--- src/rtl/apb_seq_pkg.sv ---
// rtl/apb_seq_pkg.sv - shared state encoding and command layout helpers for the APB command sequencer
// Contents:
//   seq_state_t / ST_*  : sequencer FSM state type and encodings
//   cmd_w()             : packed command width = 1 + ADDR_W + DATA_W
//   cmd_wr_bit()        : bit index of the write flag inside a packed command
//   cmd_addr_lsb()      : LSB of the address field inside a packed command
//   CMD_DATA_LSB        : LSB of the data field inside a packed command
//   tmo_cnt_w()         : timeout counter width = $clog2(TIMEOUT) + 1
package apb_seq_pkg;

  typedef logic [2:0] seq_state_t;

  localparam seq_state_t ST_IDLE  = 3'd0;
  localparam seq_state_t ST_ISSUE = 3'd1;
  localparam seq_state_t ST_WAIT  = 3'd2;
  localparam seq_state_t ST_CAPT  = 3'd3;
  localparam seq_state_t ST_RESP  = 3'd4;

  localparam int CMD_DATA_LSB = 0;

  // Packed command layout, MSB to LSB: {write, addr, data}
  function automatic int cmd_w(input int addr_w, input int data_w);
    return 1 + addr_w + data_w;
  endfunction

  function automatic int cmd_wr_bit(input int addr_w, input int data_w);
    return addr_w + data_w;
  endfunction

  function automatic int cmd_addr_lsb(input int data_w);
    return data_w;
  endfunction

  // One spare bit so the counter can hold TIMEOUT itself
  function automatic int tmo_cnt_w(input int timeout);
    return $clog2(timeout) + 1;
  endfunction

endpackage

--- src/rtl/apb_cmd_sequencer_fifo.sv ---
// rtl/apb_cmd_sequencer_fifo.sv - registered synchronous FIFO holding queued commands
// Module: sync_fifo
// Ports:
//   clk, rst              : clock, synchronous active-high reset (flushes the FIFO)
//   push, push_data       : write request and data; ignored while full
//   pop, pop_data         : read request and head-of-queue data; ignored while empty
//   count                 : current occupancy, 0..DEPTH
//   full, empty           : occupancy flags
module sync_fifo #(
  parameter int WIDTH = 8,
  parameter int DEPTH = 4
) (
  input  logic                     clk,
  input  logic                     rst,
  input  logic                     push,
  input  logic [WIDTH-1:0]         push_data,
  input  logic                     pop,
  output logic [WIDTH-1:0]         pop_data,
  output logic [$clog2(DEPTH):0]   count,
  output logic                     full,
  output logic                     empty
);

  localparam int PTR_W = $clog2(DEPTH);
  localparam int CNT_W = PTR_W + 1;

  logic [WIDTH-1:0] mem [DEPTH];
  logic [PTR_W-1:0] wr_ptr;
  logic [PTR_W-1:0] rd_ptr;
  logic             do_push;
  logic             do_pop;

  assign full     = (count == CNT_W'(DEPTH));
  assign empty    = (count == '0);
  // Full refuses the push even when a pop happens in the same cycle
  assign do_push  = push && !full;
  assign do_pop   = pop && !empty;
  assign pop_data = mem[rd_ptr];

  always_ff @(posedge clk) begin
    if (do_push) begin
      mem[wr_ptr] <= push_data;
    end
  end

  // DEPTH is a power of two, so the pointers wrap by natural overflow
  always_ff @(posedge clk) begin
    if (rst) begin
      wr_ptr <= '0;
      rd_ptr <= '0;
      count  <= '0;
    end else begin
      if (do_push) begin
        wr_ptr <= wr_ptr + PTR_W'(1);
      end
      if (do_pop) begin
        rd_ptr <= rd_ptr + PTR_W'(1);
      end
      case ({do_push, do_pop})
        2'b10:   count <= count + CNT_W'(1);
        2'b01:   count <= count - CNT_W'(1);
        default: count <= count;
      endcase
    end
  end

endmodule

--- src/rtl/apb_cmd_sequencer.sv ---
// rtl/apb_cmd_sequencer.sv - queues client read/write commands and issues them one at a time to the APB top
// Ports:
//   clk, rst                          : clock, synchronous active-high reset
//   cmd_valid/cmd_ready               : client request handshake
//   cmd_write, cmd_addr, cmd_wdata    : request fields (wdata ignored on reads)
//   rsp_valid/rsp_ready               : response handshake, response held until accepted
//   rsp_write, rsp_rdata, rsp_err     : response fields (rdata 0 for writes and timeouts)
//   start_valid                       : one-cycle start pulse to the top
//   st_wr_rd, wr_data, wr_addr, rd_addr : access fields to the top, 0 outside an access
//   rd_data, xfer_done                : read data and completion pulse from the top
//   busy                              : an access or response is in progress
//   count                             : command FIFO occupancy
module apb_cmd_sequencer
  import apb_seq_pkg::*;
#(
  parameter int DEPTH   = 4,
  parameter int ADDR_W  = 32,
  parameter int DATA_W  = 32,
  parameter int TIMEOUT = 16
) (
  input  logic                     clk,
  input  logic                     rst,
  input  logic                     cmd_valid,
  output logic                     cmd_ready,
  input  logic                     cmd_write,
  input  logic [ADDR_W-1:0]        cmd_addr,
  input  logic [DATA_W-1:0]        cmd_wdata,
  output logic                     rsp_valid,
  input  logic                     rsp_ready,
  output logic                     rsp_write,
  output logic [DATA_W-1:0]        rsp_rdata,
  output logic                     rsp_err,
  output logic                     start_valid,
  output logic                     st_wr_rd,
  output logic [DATA_W-1:0]        wr_data,
  output logic [ADDR_W-1:0]        wr_addr,
  output logic [ADDR_W-1:0]        rd_addr,
  input  logic [DATA_W-1:0]        rd_data,
  input  logic                     xfer_done,
  output logic                     busy,
  output logic [$clog2(DEPTH):0]   count
);

  localparam int CMD_W    = cmd_w(ADDR_W, DATA_W);
  localparam int WR_BIT   = cmd_wr_bit(ADDR_W, DATA_W);
  localparam int ADDR_LSB = cmd_addr_lsb(DATA_W);
  localparam int TMO_W    = tmo_cnt_w(TIMEOUT);

  seq_state_t        state;
  logic [TMO_W-1:0]  tmo_cnt;

  logic              iss_write;
  logic [ADDR_W-1:0] iss_addr;
  logic [DATA_W-1:0] iss_data;

  logic              fifo_push;
  logic              fifo_pop;
  logic [CMD_W-1:0]  fifo_head;
  logic              fifo_full;
  logic              fifo_empty;
  logic              drive_on;

  assign cmd_ready = !fifo_full;
  assign fifo_push = cmd_valid && cmd_ready;
  // Pop only from IDLE, so at most one access is ever outstanding
  assign fifo_pop  = (state == ST_IDLE) && !fifo_empty;

  sync_fifo #(
    .WIDTH (CMD_W),
    .DEPTH (DEPTH)
  ) u_cmd_fifo (
    .clk       (clk),
    .rst       (rst),
    .push      (fifo_push),
    .push_data ({cmd_write, cmd_addr, cmd_wdata}),
    .pop       (fifo_pop),
    .pop_data  (fifo_head),
    .count     (count),
    .full      (fifo_full),
    .empty     (fifo_empty)
  );

  always_ff @(posedge clk) begin
    if (rst) begin
      state     <= ST_IDLE;
      tmo_cnt   <= '0;
      iss_write <= 1'b0;
      iss_addr  <= '0;
      iss_data  <= '0;
      rsp_write <= 1'b0;
      rsp_err   <= 1'b0;
      rsp_rdata <= '0;
    end else begin
      case (state)
        ST_IDLE: begin
          if (fifo_pop) begin
            iss_write <= fifo_head[WR_BIT];
            iss_addr  <= fifo_head[ADDR_LSB +: ADDR_W];
            iss_data  <= fifo_head[CMD_DATA_LSB +: DATA_W];
            state     <= ST_ISSUE;
          end
        end
        ST_ISSUE: begin
          tmo_cnt <= '0;
          state   <= ST_WAIT;
        end
        ST_WAIT: begin
          // A completion on the expiry cycle still wins over the timeout
          if (xfer_done) begin
            state <= ST_CAPT;
          end else if (tmo_cnt == TMO_W'(TIMEOUT - 1)) begin
            rsp_write <= iss_write;
            rsp_err   <= 1'b1;
            rsp_rdata <= '0;
            state     <= ST_RESP;
          end else begin
            tmo_cnt <= tmo_cnt + TMO_W'(1);
          end
        end
        ST_CAPT: begin
          // The top presents read data one cycle after xfer_done
          rsp_write <= iss_write;
          rsp_err   <= 1'b0;
          rsp_rdata <= iss_write ? '0 : rd_data;
          state     <= ST_RESP;
        end
        ST_RESP: begin
          if (rsp_ready) begin
            rsp_write <= 1'b0;
            rsp_err   <= 1'b0;
            rsp_rdata <= '0;
            state     <= ST_IDLE;
          end
        end
        default: begin
          state <= ST_IDLE;
        end
      endcase
    end
  end

  assign busy        = (state != ST_IDLE);
  assign start_valid = (state == ST_ISSUE);
  assign rsp_valid   = (state == ST_RESP);

  // Access fields are presented from ISSUE through CAPT and forced to 0 otherwise
  assign drive_on = (state == ST_ISSUE) || (state == ST_WAIT) || (state == ST_CAPT);
  assign st_wr_rd = drive_on && iss_write;
  assign wr_addr  = (drive_on && iss_write)  ? iss_addr : '0;
  assign wr_data  = (drive_on && iss_write)  ? iss_data : '0;
  assign rd_addr  = (drive_on && !iss_write) ? iss_addr : '0;

endmodule

--- config.mk ---
export PLATFORM = sky130hd
export DESIGN_NAME = apb_cmd_sequencer
export DESIGN_NICKNAME = d
export VERILOG_FILES = /design/src/rtl/apb_seq_pkg.sv /design/src/rtl/apb_cmd_sequencer_fifo.sv /design/src/rtl/apb_cmd_sequencer.sv
export SDC_FILE = /design/constraint.sdc
export NUM_CORES = 1
export LEC_CHECK = 0
export CAP_MARGIN = 20
export CORE_UTILIZATION = 37
export CTS_BUF_LIST = sky130_fd_sc_hd__clkbuf_8
export DETAILED_ROUTE_END_ITERATION = 8
export PLACE_DENSITY = 0.62
export SETUP_SLACK_MARGIN = 0.3
export SYNTH_ARGS = -nofsm -noshare
export SYNTH_HDL_FRONTEND = slang
export SYNTH_HIERARCHICAL = 1
export SYNTH_SLANG_ARGS = --single-unit
export TNS_END_PERCENT = 30
--- constraint.sdc ---
create_clock -name clk -period 7.6 [get_ports clk]
set_input_delay 1.52 -clock clk [delete_from_list [all_inputs] [get_ports clk]]
set_output_delay 1.52 -clock clk [all_outputs]
set_load 0.01 [all_outputs]
==> qor.txt, run 1 <==
met3 WL post-DR = 2.47 mm
Power Clock = 0.00170 W
Post-DP HPWL = 18.9 mm
detailed-route DRC error count = 0
uppermost layer routed = met5
worst setup path end = wr_addr[24]
max-slew violations = 0
CP Max Fanout = 36
via count of the first global-routing pass = 8775
Syn Inst Count = 923
Top pwr grp = registers
Hold Vio Cnt, Final = 0
# Taps = 511
top comb family, area = multiplexers
via/cell ratio = 4.76
clock buffer count = 69
status = completed
asr flop ratio synth = 0%
cycle use final = 62.8%
Startpoint Class = flip-flop
Area Growth Syn to Fin = 27.6%
nets = 1286
sequential power share = 47.3%
Comb/total area = 21.0%
Largest Register = u_cmd_fifo/mem
Post-Route M1 WL = 13.2 mm
Resized cells post-CTS = 0
CP Launch Point = state[0]
HP Class = flip-flop to flip-flop
slowest CP cell = nor3b_4
xor/xnor cell area share of the yosys netlist = 0.183%
Non-clk invs = 13
CTS H-Tree Depth = 2
flop share of the area = 55.3%
Total GRT Usage = 16.1%
yosys aoi share = 5.30%
FP Util = 37.9%
Final Total Pwr = 0.00579 W
largest net degree at the start of global routing = 86
CTS Hold Bufs = 0
post-placement cell area = 17100 sq um
Die Span Y = 199 um
Finished Cell Area = 18300 sq um
max_cap viols = 0
Yosys top cell by instances = edfxtp_1
critical path endpoint category = primary output
Slew @ Worst Pin = 1.09 ns
diode count = 3
final core utilization = 48.4%
setup slack after placement = 3.32 ns
tool warnings = 29
EDFF count, synth = 260
CP Cell Sequence = nor2_4 -> nor3b_4 -> buf_4 -> and2_1 -> clkdlybuf4s50_1
Simple Share, Synth = 9.99%
FF-to-FF path depth = 12
top logic cell by instance count in the layout = edfxtp_1
Clock Sinks = 376
clk slew on worst S/H paths = 0.06 ns
Final min period = 4.77 ns
fin worst setup slack = 2.83 ns
Int Pwr = 0.00406 W
Post-Route WL = 31.7 mm
Figure 1. Signal wires on met1 (run 1).
Bar = 50 um. Supply wires on this layer in grey.
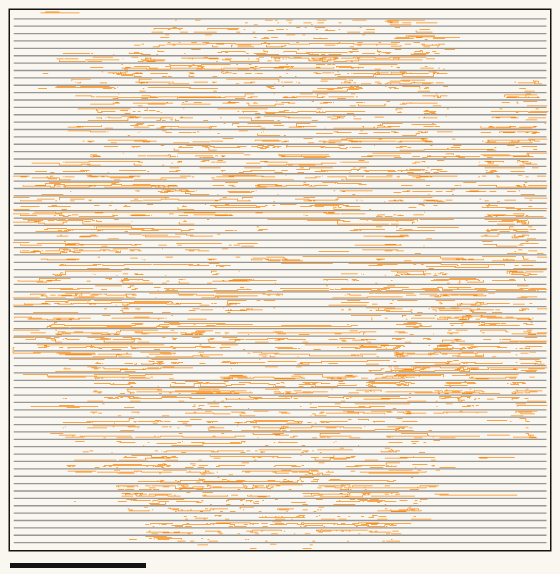
wire length on this layer	13200 um
longest straight run	101 um
share of all routed wire	42%
main direction	horizontal
nets with wire on the layer	1163

Figure 2. The metal 2 layer (run 1).
Bar = 50 um.
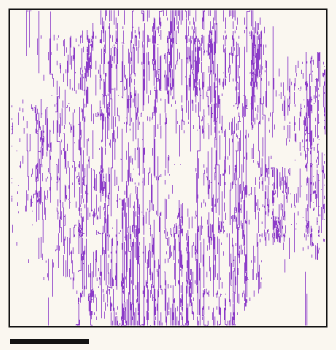
longest straight run	72.8 um
share of all routed wire	49%
nets with wire on the layer	1112
main direction	vertical
wire length on this layer	15500 um

Figure 3. M3 wires (run 1).
Cells faint in the background.
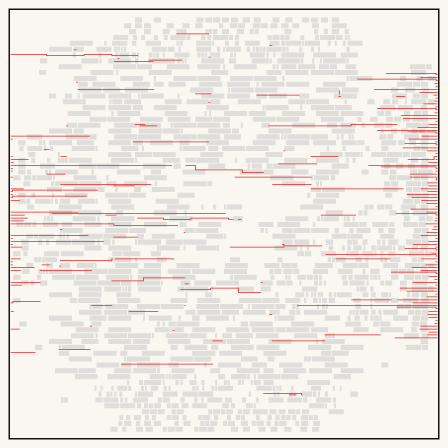
nets with wire on the layer	143
main direction	horizontal
longest straight run	80.5 um
wire length on this layer	2470 um

Figure 4. Routing congestion (run 1).
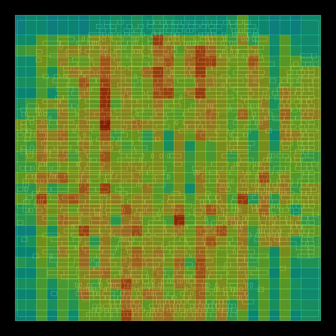

==> run 1 -> run 2 <==
--- a/config.mk
+++ b/config.mk
@@ -9,7 +9,7 @@
 export CORE_UTILIZATION = 37
 export CTS_BUF_LIST = sky130_fd_sc_hd__clkbuf_8
 export DETAILED_ROUTE_END_ITERATION = 8
-export PLACE_DENSITY = 0.62
+export PLACE_DENSITY = 0.64
 export SETUP_SLACK_MARGIN = 0.3
 export SYNTH_ARGS = -nofsm -noshare
 export SYNTH_HDL_FRONTEND = slang
==> constraint.sdc (replaced) <==
create_clock -name clk -period 4 [get_ports clk]
set_input_delay 0.8 -clock clk [delete_from_list [all_inputs] [get_ports clk]]
set_output_delay 0.8 -clock clk [all_outputs]
set_load 0.01 [all_outputs]
Figure 5. Routing congestion (run 2).
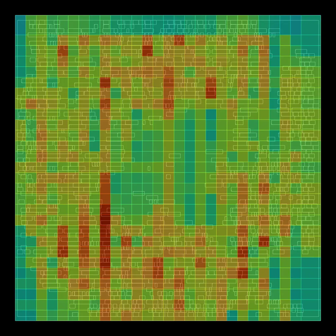
GR met2 Demand/Resource: 28.6%
busiest grt layer: met2

Figure 6. Signal wires on met1 (run 2).
Bar = 50 um. Supply wires on this layer in grey.
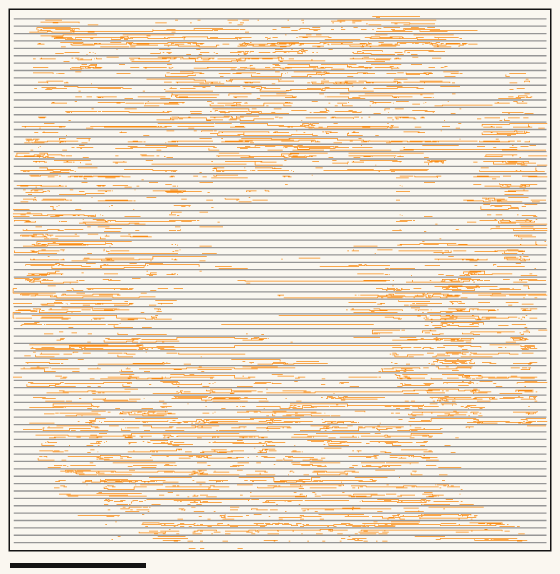
main direction	horizontal
longest straight run	61.4 um
wire length on this layer	13600 um
share of all routed wire	42%
nets with wire on the layer	1175
Vias: 8386
Post-Route WL: 32.4 mm
routing usage on met1: 19.9%

==> qor.txt, run 2 <==
Adder Share, Synth = 0.749%
diode count = 2 (-1)
type of the worst setup path = flip-flop to primary output
FF-to-FF path depth = 11 (-1)
Comb/total area = 20.8% (-0.16 points)
CTS H-Tree Depth = 2 (unchanged)
met3 WL post-DR = 2.00 mm (-19%)
Top pwr grp = registers
gpl congestion = 0.722
clock buffer count = 68 (-1.4%)
cycle use final = 87.8%
Final min period = 3.51 ns
Finished Cell Area = 18500 sq um (+0.89%)
flop2flop setup slack = 1.36 ns
die area = 39600 sq um
Die Span Y = 199 um (unchanged)
HP Class = flip-flop to flip-flop
Simple Share, Synth = 9.99% (unchanged)
asr flop ratio synth = 0% (unchanged)
Syn Inst Count = 923 (unchanged)
Resized cells post-CTS = 0 (unchanged)
Hold Vio Cnt, Final = 0 (unchanged)
Clock Tree Buf Depth = 3
Setup Skew = 0.0279 ns
Combinational Power Share = 23.8%
Area Growth Syn to Fin = 28.8%
crit path DRT = 3.20 ns
EDFF count, synth = 260 (unchanged)
sequential power share = 46.7% (-0.6 points)
top logic cell by instance count in the layout = edfxtp_1
Int Pwr = 0.00782 W (+92%)
clk latency late pin = 0.64 ns
Startpoint Class = flip-flop
CTS Hold Bufs = 0 (unchanged)
final core utilization = 48.8% (+0.43 points)
status = completed
Min-Delay Endpoint = iss_data[6]
Total GRT Usage = 16.6% (+0.51 points)
tool warnings = 29 (unchanged)
via/cell ratio = 4.80 (+0.80%)
Biggest Area Class = flip-flops and latches
Yosys top cell by instances = edfxtp_1
Crit path max-delay family = buffers and inverters
slowest CP cell = dfxtp_1
uppermost layer routed = met5
fin worst setup slack = 0.489 ns (-2.34 ns)
dpl cells = 1634
Clock Sinks = 376 (unchanged)
nets = 1293 (+0.54%)
Largest Register = u_cmd_fifo/mem
Root Buffer = clkbuf_8
most numerous logic cells after layout = edfxtp_1, clkdlybuf4s50_1, nand2_1
ys cells = 923
Logic area = 3850 sq um
# Taps = 511 (unchanged)
FP Util = 37.9% (unchanged)
flop share of the area = 54.8% (-0.49 points)
top comb family, area = multiplexers
xor/xnor cell area share of the yosys netlist = 0.183% (unchanged)
Non-clk invs = 13 (unchanged)
clk slew on worst S/H paths = 0.06 ns (about the same)
max-slew violations = 0 (unchanged)
DR pass1 iterations = 4
max_cap viols = 0 (unchanged)
Starting DRT DRC Count = 346
Synth top area share = 54.3%
Power Clock = 0.00329 W (+94%)
setup slack after placement = 1.08 ns (-2.23 ns)
f_max = 285 MHz
CP Max Fanout = 27 (-25%)
CP Cell Sequence = nor2_4 -> nor3_4 -> buf_4 -> and2_1 -> clkdlybuf4s50_1
detailed-route DRC error count = 0 (unchanged)
Slew @ Worst Pin = 1.09 ns (+0.00450 ns)
via count of the first global-routing pass = 8605 (-1.9%)
# fillers = 3329
Post-Route M1 WL = 13.6 mm (+3.0%)
Post-DP HPWL = 19.1 mm (+0.92%)
largest net degree at the start of global routing = 67 (-22%)
P_seq = 0.00522 W
Comb. pwr = 0.00267 W
CP Launch Point = state[0]
top cells by area = edfxtp_1, dfxtp_1, mux4_2
antenna violations before repair = 4
critical path endpoint category = primary output
ratio of cells with drive above 1 in the final layout = 15.2%
yosys aoi share = 5.30% (unchanged)
worst setup path end = rd_addr[18]
post-placement cell area = 17300 sq um (+0.86%)
Non-clock buffers = 255
Final Total Pwr = 0.0112 W (+93%)
Power is estimated from default activity; no workload was simulated.
